$ cat config.mk
export PLATFORM = sky130hd
export DESIGN_NAME = trisc_mem_responder
export DESIGN_NICKNAME = d
export VERILOG_FILES = /design/src/rtl/trisc_mem_responder.sv
export SDC_FILE = /design/constraint.sdc
export NUM_CORES = 1
export LEC_CHECK = 0
export ABC_AREA = 1
export CORE_UTILIZATION = 38
export CTS_CLUSTER_DIAMETER = 80
export CTS_CLUSTER_SIZE = 20
export DETAILED_ROUTE_END_ITERATION = 8
export SLEW_MARGIN = 10
export SYNTH_ARGS = -nofsm -noshare
export SYNTH_HDL_FRONTEND = slang
export SYNTH_SLANG_ARGS = --single-unit
$ cat constraint.sdc
create_clock -name SysClock -period 2 [get_ports SysClock]
set_input_delay 0.4 -clock SysClock [delete_from_list [all_inputs] [get_ports SysClock]]
set_output_delay 0.4 -clock SysClock [all_outputs]
set_load 0.005 [all_outputs]
$ cat src/rtl/trisc_mem_responder.sv
// trisc_mem_responder: 16x8 program/data store with edge-qualified requests, fixed wait states and a preload port
module trisc_mem_responder #(
  parameter int DATA_W = 8,
  parameter int ADDR_W = 4,
  parameter int WAIT = 2
) (
  input  logic              SysClock,
  input  logic              StartStop,
  input  logic [ADDR_W-1:0] Addr,
  input  logic [DATA_W-1:0] WrData,
  input  logic              RdReq,
  input  logic              WrReq,
  input  logic              LoadEn,
  input  logic [ADDR_W-1:0] LoadAddr,
  input  logic [DATA_W-1:0] LoadData,
  output logic [DATA_W-1:0] RdData,
  output logic              Ready,
  output logic              Busy,
  output logic              Err
);
  typedef enum logic [2:0] {IDLE, RWAIT, RDONE, WWAIT, WDONE} state_t;
  state_t state_q, state_d;
  logic [2:0] count_q, count_d;
  logic [ADDR_W-1:0] addr_q, addr_d, mem_wa;
  logic [DATA_W-1:0] wdata_q, wdata_d, rdata_q, rdata_d, mem_wd;
  logic ready_q, ready_d, busy_q, busy_d, err_q, err_d, rd_prev_q, wr_prev_q, mem_we;
  logic [DATA_W-1:0] mem [2**ADDR_W];
  logic rd_rise, wr_rise;
  assign rd_rise = RdReq & ~rd_prev_q;
  assign wr_rise = WrReq & ~wr_prev_q;
  always_comb begin
    state_d = state_q;
    count_d = count_q;
    addr_d = addr_q;
    wdata_d = wdata_q;
    rdata_d = rdata_q;
    ready_d = 1'b0;
    busy_d = busy_q;
    err_d = LoadEn;
    mem_we = 1'b0;
    mem_wa = addr_q;
    mem_wd = wdata_q;
    case (state_q)
      IDLE: begin
        if (rd_rise && wr_rise) begin
          err_d = 1'b1;
        end else if (rd_rise || wr_rise) begin
          state_d = rd_rise ? RWAIT : WWAIT;
          count_d = 3'(WAIT);
          addr_d = Addr;
          wdata_d = WrData;
          busy_d = 1'b1;
        end else begin
          err_d = 1'b0;
          mem_we = LoadEn;
          mem_wa = LoadAddr;
          mem_wd = LoadData;
        end
      end
      RWAIT, WWAIT: begin
        count_d = count_q - 3'd1;
        if (count_q == 3'd1) begin
          state_d = (state_q == RWAIT) ? RDONE : WDONE;
          ready_d = 1'b1;
          rdata_d = (state_q == RWAIT) ? mem[addr_q] : rdata_q;
          mem_we = (state_q == WWAIT);
        end
      end
      default: begin
        state_d = IDLE;
        busy_d = 1'b0;
      end
    endcase
  end
  always_ff @(negedge SysClock or posedge StartStop) begin
    if (StartStop) begin
      state_q <= IDLE;
      count_q <= '0;
      addr_q <= '0;
      wdata_q <= '0;
      rdata_q <= '0;
      ready_q <= 1'b0;
      busy_q <= 1'b0;
      err_q <= 1'b0;
      rd_prev_q <= 1'b0;
      wr_prev_q <= 1'b0;
    end else begin
      state_q <= state_d;
      count_q <= count_d;
      addr_q <= addr_d;
      wdata_q <= wdata_d;
      rdata_q <= rdata_d;
      ready_q <= ready_d;
      busy_q <= busy_d;
      err_q <= err_d;
      rd_prev_q <= RdReq;
      wr_prev_q <= WrReq;
    end
  end
  always_ff @(negedge SysClock) begin
    if (mem_we) mem[mem_wa] <= mem_wd;
  end
  assign RdData = rdata_q;
  assign Ready = ready_q;
  assign Busy = busy_q;
  assign Err = err_q;
endmodule

Run 1, where the registers sit:
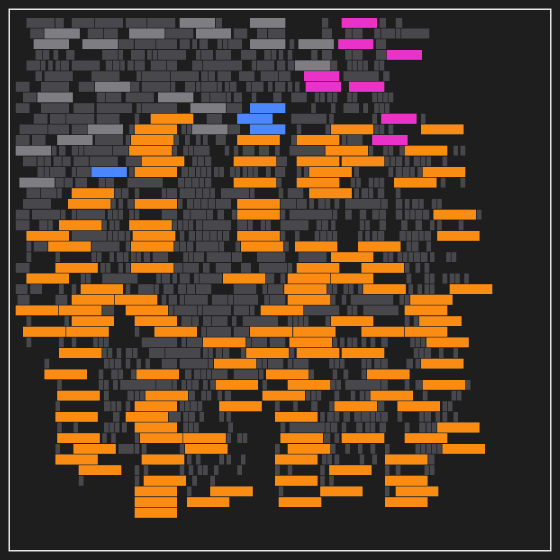
legend:
  magenta:
    name_in_the_netlist: `RdData`
    flops: 8
  orange:
    name_in_the_netlist: `mem`
    flops: 128
  blue:
    name_in_the_netlist: `addr_q`
    flops: 4
    where: top center
not colored: 19

Run 1, metal 1:
Supply wires on this layer in gray.
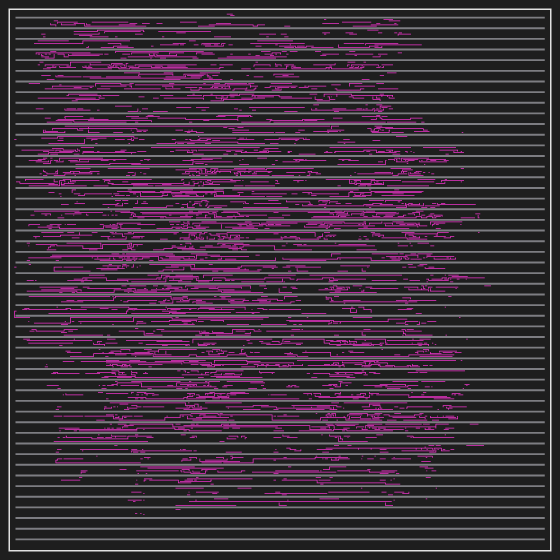
main direction: horizontal
longest straight run: 67.6 um
share of all routed wire: 39%
nets with wire on the layer: 901
wire length on this layer: 8,270 um

Run 1, supply network:
Pins as bars on the die edge.
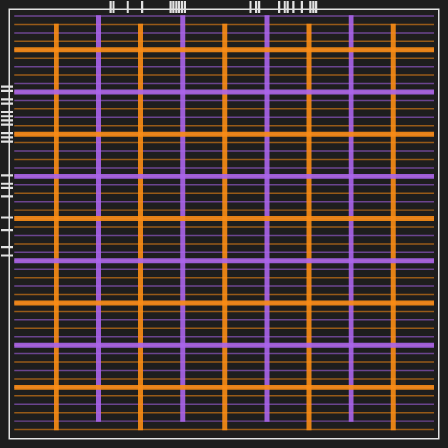
legend:
  orange:
    net: VSS
  purple:
    net: VDD
rows: 49
met5 straps: 9
signal pins: 40

run 1: sequential cells by signal (all words and copies together) (netlist names):
signal     cells
Err            1
rd_prev_q      1
Ready          1
count_q        3
mem          128
wr_prev_q      1
wdata_q        8
RdData         8
state_q        3
Busy           1
addr_q         4
run 1: final cells by class:
cell class,instances,share of cell area [%]
clock buffer,17,4.29
clock inverter,143,6.78
inverter,119,4.55
multi-input combinational,422,26.6
sequential,159,46.6
tap,229,2.89
timing repair buffer,84,8.37
run 1: power breakdown:
group / total, W / internal (W) / switching (W)
logic: 0.00668 / 0.00223 / 0.00445
registers: 0.00477 / 0.00448 / 0.000287
clock network: 0.00442 / 0.00225 / 0.00216
total: 0.0159 / 0.00896 / 0.00690
==> notes.md, run 1 <==
Run status
- **result of the run** complete, but fails checks
- **violations in the final reports** setup timing

Timing
- **final slew viol count** 0
- **final setup violation count** 285
- **Hold Fails Final Rpt** 0
- **final setup margin** -0.463 ns
- **worst-margin pin slew** 0.435 ns

Hold path
- **hold path cells** 2
- **hold wc startpoint** Busy$_DFFE_NP0P_
- **class of the most critical hold timing path** flip-flop to flip-flop

Place
- **placer's final routability congestion estimate** 0.894
- **number of instances in the placed design** 983
- **worst slack at placement** -1.48 ns
- **post-detailed-placement cell area** 0.00804 mm^2

Critical path
- **worst flop-to-flop path endpoint** mem[11][6]$_DFFE_NP_
- **dominant cell type by count on the critical path** sky130_fd_sc_hd__nand2_8
- **combined buffer and inverter count along the critical path** 3
- **type of origin of the critical path** input port
- **required time at the worst-slack endpoint** 1.12 ns
- **Data arrival, critical path** 1.59 ns
- **CP cell instances** buf_8 > nand2_8 > nand2_8 > nor2_8 > buf_4 > o21ai_4 > inv_2 > nand3_4 > nor2_4
- **capturing instance or port of the critical path** mem[11][6]$_DFFE_NP_
- **Worst Reg-to-Reg Cells** 8
- **Worst Setup End Kind** flip-flop
- **Reg2Reg Launch Point** count_q[0]$_DFFE_NP0P_
- **critical path startpoint** RdReq
- **delay of the slowest critical-path stage** 0.29 ns

Drt
- **Met2 Routed Length** 10,300 um
- **number of iterations in the first detailed-routing pass** 6
- **average routed wire per standard cell** 18.0 um
- **Met3 Wirelength** 1700 um
- **overall via count from detail_route** 5,888
- **remaining routing DRC violations** 0
- **Final ANT Viol Nets** 0
- **routed length on met1** 8270 um
- **vias per cell** 5.02

Synthesis
- **most used standard cells in the synthesized netlist** sky130_fd_sc_hd__nand2_1, sky130_fd_sc_hd__edfxtp_1, sky130_fd_sc_hd__inv_1
- **Synth async-reset ratio** 19.5%
- **main flop type** sky130_fd_sc_hd__edfxtp_1
- **Chip Area, Yosys** 0.00702 mm^2
- **yosys warning tally** 0
- **most area-hungry cell type in the Yosys netlist** sky130_fd_sc_hd__edfxtp_1
- **mux frac, synth** 0%
- **post-synthesis cell count from yosys** 721
- **register share after synthesis** 65.8%
- **synthesized netlist cell count** 721
- **Mapped Area** 0.00702 mm^2
- **fraction of the mapped netlist area in compound gates** 1.50%
- **synthesized area per cell** 9.74 um^2
- **top cells by area, synth** sky130_fd_sc_hd__edfxtp_1, sky130_fd_sc_hd__nand2_1, sky130_fd_sc_hd__dfrtn_1, sky130_fd_sc_hd__nand3_1, sky130_fd_sc_hd__inv_1
- **area share of the largest cell type after synthesis** 54.7%
- **adder and majority gate portion of the synthesized area** 0.356%
- **number of synthesized register bits** 159
- **number of enable-type register cells in the synthesized netlist** 128
- **number of distinct library cells after synthesis** 28
- **dominant combinational cell family by area after synthesis** simple AND/OR/NAND/NOR gates
- **area fraction in xor and xnor cells** 0.125%

Finish
- **commonest cells after routing, fill and taps aside** sky130_fd_sc_hd__inv_1, sky130_fd_sc_hd__nand2_1, sky130_fd_sc_hd__edfxtp_1, sky130_fd_sc_hd__nand3_1, sky130_fd_sc_hd__dfrtn_1
- **Syn-to-layout area delta** 41.3%
- **final core utilization** 55.1%
- **fraction of layout cells with a size suffix above 1** 20.4%
- **antenna cell count** 0
- **area of all placed cells without fillers** 0.00992 mm^2
- **Layout Cells excl Fill** 1,173

Power
- **Design Power** 0.0159 W
- **power per standard cell area** 1600 mW/mm^2
- **largest vdd supply drop** 1.18 mV

Die
- **height of the chip** 138 um
- **starting utilization of the core area** 39.0%
- **total core area** 0.0180 mm^2
- **ports placed on the boundary** 40

Global routing
- **wire length of the first global-routing pass** 32,000 um
- **Top Usage Layer GRT** met2
- **met3 track demand over resource in global routing** 7.24%
- **aggregate global-route resource usage** 23.6%

Clock network
- **hold bufs inserted after CTS** 0
- **Latency at later pin** 0.47 ns
- **deepest clock path buffer count** 2
- **setup fix buffers added after clock tree synthesis** 15
- **TritonCTS Buffers** 17
- **CTS root buf** sky130_fd_sc_hd__clkbuf_16
- **TritonCTS clock tree** built
- **count of clock tree sinks** 159
- **cts repair resizes** 174

--- run 2 (diff from run 1) ---
CORE_MARGIN = 2   (was unset)
HOLD_SLACK_MARGIN = 0.02   (was unset)
Run 2, where the registers sit:
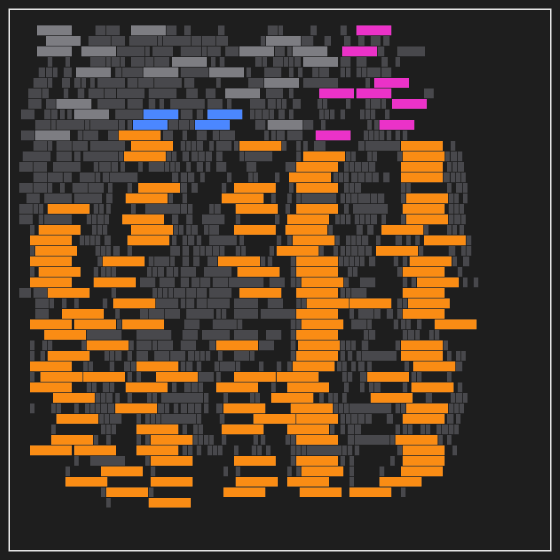
legend:
  blue:
    name_in_the_netlist: `addr_q`
    flops: 4
  orange:
    name_in_the_netlist: `mem`
    flops: 128
  magenta:
    name_in_the_netlist: `RdData`
    flops: 8

==> run 2 against run 1 <==
The run still ends with setup timing left. Flip-flop count unchanged. Register-to-register slack gained 0.04 ns. Largest cell class unchanged. Non-clock buffer count fell by 5. Core utilization down 1.4 points. Hold slack got worse by 0.011 ns. Die size up 2.9%. Count of clock-buffer cells in the layout is the same. Via count decreased by 2.4%. Sequential share of layout area is 1.2 points higher. Synthesized cell count stayed put. Area after synthesis stayed put. Highest routed layer unchanged.
==> notes.md, run 2 <==
Synthesis
- **Chip Area, Yosys** 0.00702 mm^2, unchanged
- **register share after synthesis** 65.8%, unchanged
- **top cells by area, synth** sky130_fd_sc_hd__edfxtp_1, sky130_fd_sc_hd__nand2_1, sky130_fd_sc_hd__dfrtn_1, sky130_fd_sc_hd__nand3_1, sky130_fd_sc_hd__inv_1
- **synthesized area per cell** 9.74 um^2, unchanged
- **dominant combinational cell family by area after synthesis** simple AND/OR/NAND/NOR gates
- **main flop type** sky130_fd_sc_hd__edfxtp_1
- **number of enable-type register cells in the synthesized netlist** 128, unchanged
- **most used standard cells in the synthesized netlist** sky130_fd_sc_hd__nand2_1, sky130_fd_sc_hd__edfxtp_1, sky130_fd_sc_hd__inv_1
- **mux frac, synth** 0%, unchanged
- **post-synthesis cell count from yosys** 721, unchanged
- **number of distinct library cells after synthesis** 28, unchanged
- **number of synthesized register bits** 159, unchanged
- **area share of the largest cell type after synthesis** 54.7%, unchanged
- **area fraction in xor and xnor cells** 0.125%, unchanged
- **Mapped Area** 0.00702 mm^2, unchanged
- **fraction of the mapped netlist area in compound gates** 1.50%, unchanged
- **most area-hungry cell type in the Yosys netlist** sky130_fd_sc_hd__edfxtp_1
- **synthesized netlist cell count** 721, unchanged
- **yosys warning tally** 0, unchanged

Finish
- **non-clk buf share** 7.21%, -1.2 points
- **area of all placed cells without fillers** 0.00967 mm^2, -2.5%
- **most common cell after layout, fill and taps aside** sky130_fd_sc_hd__inv_1
- **Biggest register** mem
- **Syn-to-layout area delta** 37.7%
- **number of logic inverters in the finished layout** 119, unchanged
- **combinational gate count** 423, +0.24%
- **fraction of area in multi-input gates** 26.5%, about the same
- **largest cell class by area** flip-flops and latches
- **commonest cells after routing, fill and taps aside** sky130_fd_sc_hd__inv_1, sky130_fd_sc_hd__nand2_1, sky130_fd_sc_hd__edfxtp_1, sky130_fd_sc_hd__nand3_1, sky130_fd_sc_hd__buf_4
- **Layout Cells excl Fill** 1,166, -0.60%
- **final core utilization** 53.7%, -1.4 points
- **fraction of layout cells with a size suffix above 1** 18.5%, -2.0 points
- **sequential fraction of total cell area** 47.8%, +1.2 points
- **max reg flops** 128, unchanged
- **clock tree cell share of total cell area** 10.9%, -0.20 points
- **number of signal-net buffers in the layout** 79, -6.0%
- **total of clock buffers placed in the layout** 17, unchanged

Timing
- **final setup margin** -0.497 ns, -0.0341 ns
- **Hold Fails Final Rpt** 0, unchanged
- **final slew viol count** 0, unchanged
- **worst-margin pin slew** 0.505 ns, +0.0699 ns
- **final setup violation count** 286, +0.35%

Critical path
- **Worst Reg-to-Reg Cells** 7, -1
- **required time at the worst-slack endpoint** 1.13 ns, about the same
- **worst flop-to-flop path endpoint** mem[5][0]$_DFFE_NP_
- **Reg2Reg Launch Point** count_q[0]$_DFFE_NP0P_
- **type of origin of the critical path** input port
- **Worst Setup End Kind** flip-flop
- **Data arrival, critical path** 1.63 ns, +0.04 ns
- **worst setup slack for register-to-register paths** 0.03 ns
- **capturing instance or port of the critical path** mem[5][0]$_DFFE_NP_

Clock network
- **hold bufs inserted after CTS** 0, unchanged
- **deepest clock path buffer count** 2, unchanged
- **setup fix buffers added after clock tree synthesis** 10, -5
- **Latency at later pin** 0.48 ns, about the same
- **TritonCTS clock tree** built
- **cts repair resizes** 105, -40%
- **CTS root buf** sky130_fd_sc_hd__clkbuf_16
- **TritonCTS Buffers** 17, unchanged
- **count of clock tree sinks** 159, unchanged

Die
- **ports placed on the boundary** 40, unchanged
- **starting utilization of the core area** 39.0%, unchanged
- **tapcell count** 229, unchanged
- **height of the chip** 140 um, +1.4%
- **total core area** 0.0180 mm^2, unchanged

Run status
- **result of the run** complete, but fails checks
- **violations in the final reports** setup timing

Place
- **worst slack at placement** -1.48 ns, +0.00737 ns
- **post-detailed-placement cell area** 0.00802 mm^2, -0.16%
- **number of instances in the placed design** 983, unchanged

Drt
- **overall via count from detail_route** 5,748, -2.4%
- **vias per cell** 4.93, -1.8%
- **number of iterations in the first detailed-routing pass** 5, -1
- **routed length on met1** 8160 um, -1.4%
- **average routed wire per standard cell** 17.3 um, -3.8%
- **Final ANT Viol Nets** 0, unchanged

Power
- **power per standard cell area** 1560 mW/mm^2, -2.4%
- **largest vdd supply drop** 1.29 mV, +9.8%

Hold path
- **class of the most critical hold timing path** flip-flop to flip-flop
- **hold path cells** 2, unchanged
- **hold wc startpoint** Busy$_DFFE_NP0P_

Global routing
- **wire length of the first global-routing pass** 29,900 um, -6.7%
- **Top Usage Layer GRT** met2

Run 2, metal 1:
Supply wires on this layer in gray.
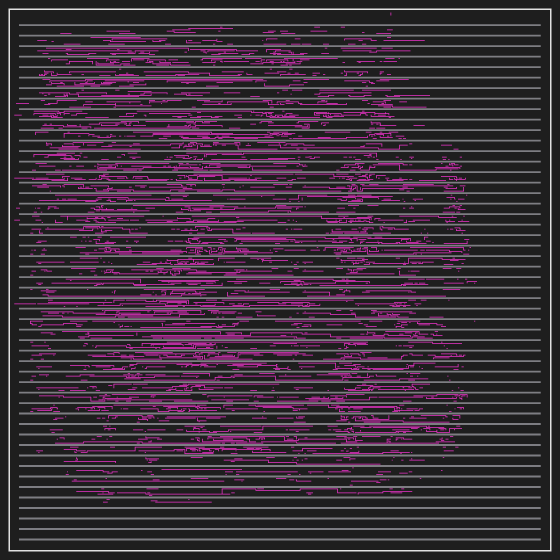
wire length on this layer: 8,160 um
nets with wire on the layer: 899
main direction: horizontal
share of all routed wire: 40%

==> run 2: cell counts after synthesis <==
No cell type changed its count.
==> run 2: report_power, final <==
part	leakage, nW	switching, W	internal, W
Sequential	1.54	0.000273	0.00449
Combinational	2.14	0.00424	0.00194
Clock	0.956	0.00197	0.00218
==> run 2: critical path: stages <==
cell and delay (ns):
sky130_fd_sc_hd__buf_8 0.10, sky130_fd_sc_hd__nand2_8 0.06, sky130_fd_sc_hd__nand2_4 0.06, sky130_fd_sc_hd__nor2_8 0.17, sky130_fd_sc_hd__inv_4 0.06, sky130_fd_sc_hd__o21ai_4 0.27, sky130_fd_sc_hd__nand3_4 0.21, sky130_fd_sc_hd__nor2_4 0.29
--- run 3 (diff from run 2) ---
DONT_BUFFER_PORTS = 1   (was unset)
Run 3, gate-type map:
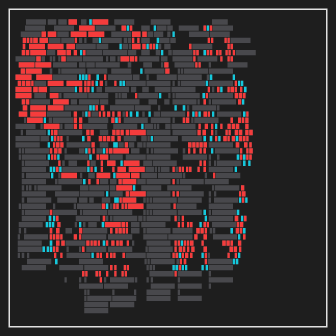
legend:
  cyan:
    family: inv cells
    cells: 119
  red:
    family: nand cells
    cells: 376

==> run 3 against run 2 <==
The flow still finishes with violations (setup timing). Core utilization decreased by 0.37 points. Sequential power increased by 1%. Power increased by 4.7%. Global-route usage increased by 0.80 points. Critical path type unchanged. Critical endpoint is now mem[5][6]$_DFFE_NP_.
==> notes.md, run 3 <==
Finish
- **combinational gate count** 422, -0.24%
- **Layout Cells excl Fill** 1,126, -3.4%
- **largest cell class by area** flip-flops and latches
- **most common cell after layout, fill and taps aside** sky130_fd_sc_hd__inv_1
- **combinational gate area** 0.00272 mm^2
- **Biggest register** mem
- **number of logic inverters in the finished layout** 119, unchanged
- **Final #Nets** 916
- **fraction of area in multi-input gates** 28.3%, +1.7 points
- **clock tree cell share of total cell area** 11.7%, +0.79 points
- **sequential fraction of total cell area** 48.1%, +0.34 points
- **non-clk buf share** 4.26%, -2.9 points
- **total of clock buffers placed in the layout** 19, +2
- **total of fill cells in the finished design** 1,513
- **max reg flops** 128, unchanged
- **antenna cell count** 0
- **commonest cells after routing, fill and taps aside** sky130_fd_sc_hd__inv_1, sky130_fd_sc_hd__nand2_1, sky130_fd_sc_hd__edfxtp_1, sky130_fd_sc_hd__nand3_1
- **Syn-to-layout area delta** 36.8%
- **fraction of layout cells with a size suffix above 1** 18.8%, +0.38 points
- **number of signal-net buffers in the layout** 38, -52%

Synthesis
- **Chip Area, Yosys** 0.00702 mm^2, unchanged
- **area share of the largest cell type after synthesis** 54.7%, unchanged
- **Mapped Area** 0.00702 mm^2, unchanged
- **number of enable-type register cells in the synthesized netlist** 128, unchanged
- **register share after synthesis** 65.8%, unchanged
- **number of distinct library cells after synthesis** 28, unchanged
- **most area-hungry cell type in the Yosys netlist** sky130_fd_sc_hd__edfxtp_1
- **post-synthesis cell count from yosys** 721, unchanged
- **synthesized netlist cell count** 721, unchanged
- **Synth async-reset ratio** 19.5%
- **Synthesized Nets** 752
- **most used standard cells in the synthesized netlist** sky130_fd_sc_hd__nand2_1, sky130_fd_sc_hd__edfxtp_1, sky130_fd_sc_hd__inv_1
- **yosys warning tally** 0, unchanged
- **number of synthesized register bits** 159, unchanged
- **top cells by area, synth** sky130_fd_sc_hd__edfxtp_1, sky130_fd_sc_hd__nand2_1, sky130_fd_sc_hd__dfrtn_1, sky130_fd_sc_hd__nand3_1, sky130_fd_sc_hd__inv_1
- **synthesized area per cell** 9.74 um^2, unchanged
- **main flop type** sky130_fd_sc_hd__edfxtp_1

Place
- **placer's final routability congestion estimate** 0.872
- **Final HPWL DP** 11,300 um
- **number of instances in the placed design** 946, -3.8%

Clock network
- **clock transition at the registers of the reported paths** 0.05 ns
- **TritonCTS clock tree** built
- **CTS root buf** sky130_fd_sc_hd__clkbuf_16
- **TritonCTS Buffers** 17, unchanged
- **number of H-tree levels** 4
- **cts repair resizes** 99, -5.7%
- **setup fix buffers added after clock tree synthesis** 7, -3
- **hold bufs inserted after CTS** 0, unchanged
- **count of clock tree sinks** 159, unchanged
- **Latency at later pin** 0.46 ns, -0.02 ns
- **deepest clock path buffer count** 2, unchanged

Power
- **fraction of power consumed by combinational cells** 41.0%, about the same
- **reported leakage power** 4.53 nW
- **largest vdd supply drop** 1.23 mV, -5.3%
- **Internal Dissipation** 0.00904 W, +5.1%
- **Design Power** 0.0158 W
- **Clock power frac** 28.5%, +1.0 points
- **switching share of power** 42.8%, -0.21 points
- **power consumed by sequential cells** 0.00483 W, +1%
- **Reg power frac** 30.5%, -1.0 points
- **combinational group power** 0.00647 W, +4.7%
- **net load switching power** 0.00676 W, +4.2%
- **power dissipated in the clock network** 0.00450 W, +8.4%
- **dominant power group** combinational logic
- **power per standard cell area** 1650 mW/mm^2, +5.4%

Critical path
- **Reg2Reg Launch Point** count_q[0]$_DFFE_NP0P_
- **Slowest cell on crit path** sky130_fd_sc_hd__nor2_4
- **Data arrival, critical path** 1.47 ns, -0.16 ns
- **worst-path fanout max** 8
- **combined buffer and inverter count along the critical path** 2, unchanged
- **top cell family by delay on the critical path** simple AND/OR/NAND/NOR gates
- **delay of the slowest critical-path stage** 0.28 ns, about the same
- **worst flop-to-flop path endpoint** mem[5][6]$_DFFE_NP_
- **critical path startpoint** WrReq
- **CP cell instances** nand2_8 > nand2_8 > nor2_8 > inv_4 > o21ai_4 > buf_12 > nand3_4 > nor2_4
- **required time at the worst-slack endpoint** 1.12 ns, about the same
- **Worst Setup End Kind** flip-flop
- **critical setup path kind** input port to flip-flop
- **Worst Reg-to-Reg Cells** 8, +1
- **worst setup slack for register-to-register paths** -0.04 ns, -0.07 ns
- **number of logic stages on the critical path including buffering** 8, unchanged
- **capturing instance or port of the critical path** mem[5][6]$_DFFE_NP_
- **dominant cell type by count on the critical path** sky130_fd_sc_hd__nand2_8
- **type of origin of the critical path** input port

Run status
- **result of the run** complete, but fails checks
- **violations in the final reports** setup timing

Global routing
- **overflow left after global routing** 0
- **wire length of the first global-routing pass** 31,500 um, +5.5%
- **Top Usage Layer GRT** met2
- **aggregate global-route resource usage** 21.7%
- **maximum number of pins on one net before global-route repair** 65
- **initial antenna violation count** 0
- **met3 track demand over resource in global routing** 7.04%
- **number of global-route vias before repair** 5,907
- **met1 track utilization from global routing** 24.6%

Die
- **standard-cell row count** 49
- **tapcell count** 229, unchanged
- **height of the chip** 140 um, unchanged
- **die span in x** 140 um
- **total core area** 0.0180 mm^2, unchanged
- **starting utilization of the core area** 39.0%, unchanged
- **ports placed on the boundary** 40, unchanged

Drt
- **routed length on met1** 7440 um, -8.8%
- **1st-iter DRT viols** 646
- **overall via count from detail_route** 5,726, -0.38%
- **average routed wire per standard cell** 18.4 um, +6.2%
- **Met3 Wirelength** 1920 um
- **vias per cell** 5.09, +3.2%
- **number of iterations in the first detailed-routing pass** 6, +1
- **Final ANT Viol Nets** 0, unchanged

Hold path
- **hold wc startpoint** RdData[7]$_DFFE_NP0P_
- **capture endpoint of the worst hold path** RdData[7]$_DFFE_NP0P_
- **class of the most critical hold timing path** flip-flop to flip-flop
- **hold path cells** 2, unchanged

Timing
- **final setup violation count** 285, -0.35%
- **final setup margin** -0.350 ns, +0.147 ns
- **worst-margin pin slew** 0.430 ns, -0.0750 ns
- **Hold Fails Final Rpt** 0, unchanged
- **final clock skew** 0.0699 ns
- **final slew viol count** 0, unchanged
- **worst slew margin relative to its limit** 71.3%
- **unrepaired setup endpoints after global routing** yes

Run 3, metal 1:
Supply wires on this layer in gray.
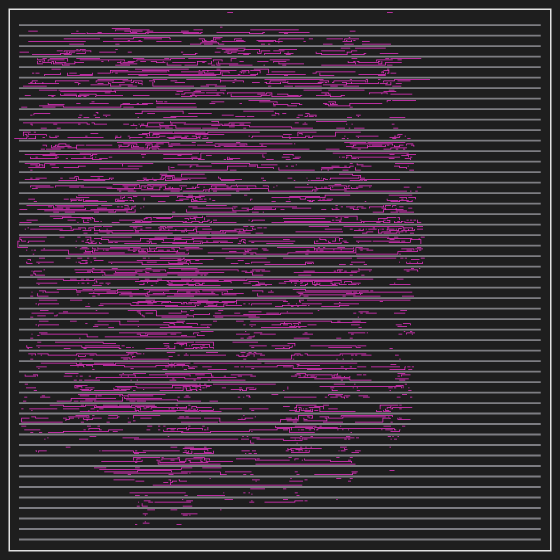
share of all routed wire: 36%
main direction: horizontal
wire length on this layer: 7,440 um
nets with wire on the layer: 854

run 3: cell counts after synthesis:
No cell type changed its count.
run 3: stage by stage:
stage | setup TNS [ns] | instance area, um^2 | util [%] | setup slack, ns
5_1_grt | -63.89 | 9600 | 53.3 | -0.378
3_5_place_dp | -189.91 | 7650 | 42.4 | -0.918
2_1_floorplan | -132.30 | 7300 | - | -0.789
6_report | -60.36 | 9600 | 53.3 | -0.350
3_3_place_gp | -179.59 | 7650 | 42.4 | -0.863
4_1_cts | -50.62 | 9400 | 52.2 | -0.320
run 3: kinds of logic after synthesis:
kind of cell | share of synthesized area, %
flip-flops | 65.8
adder cells (fa/ha/maj) | 0.356
XOR/XNOR | 0.125
buffers and inverters | 8.54
AND/OR/NAND/NOR | 23.7
AND-OR/OR-AND | 1.50
Power is estimated from default activity; no workload was simulated.
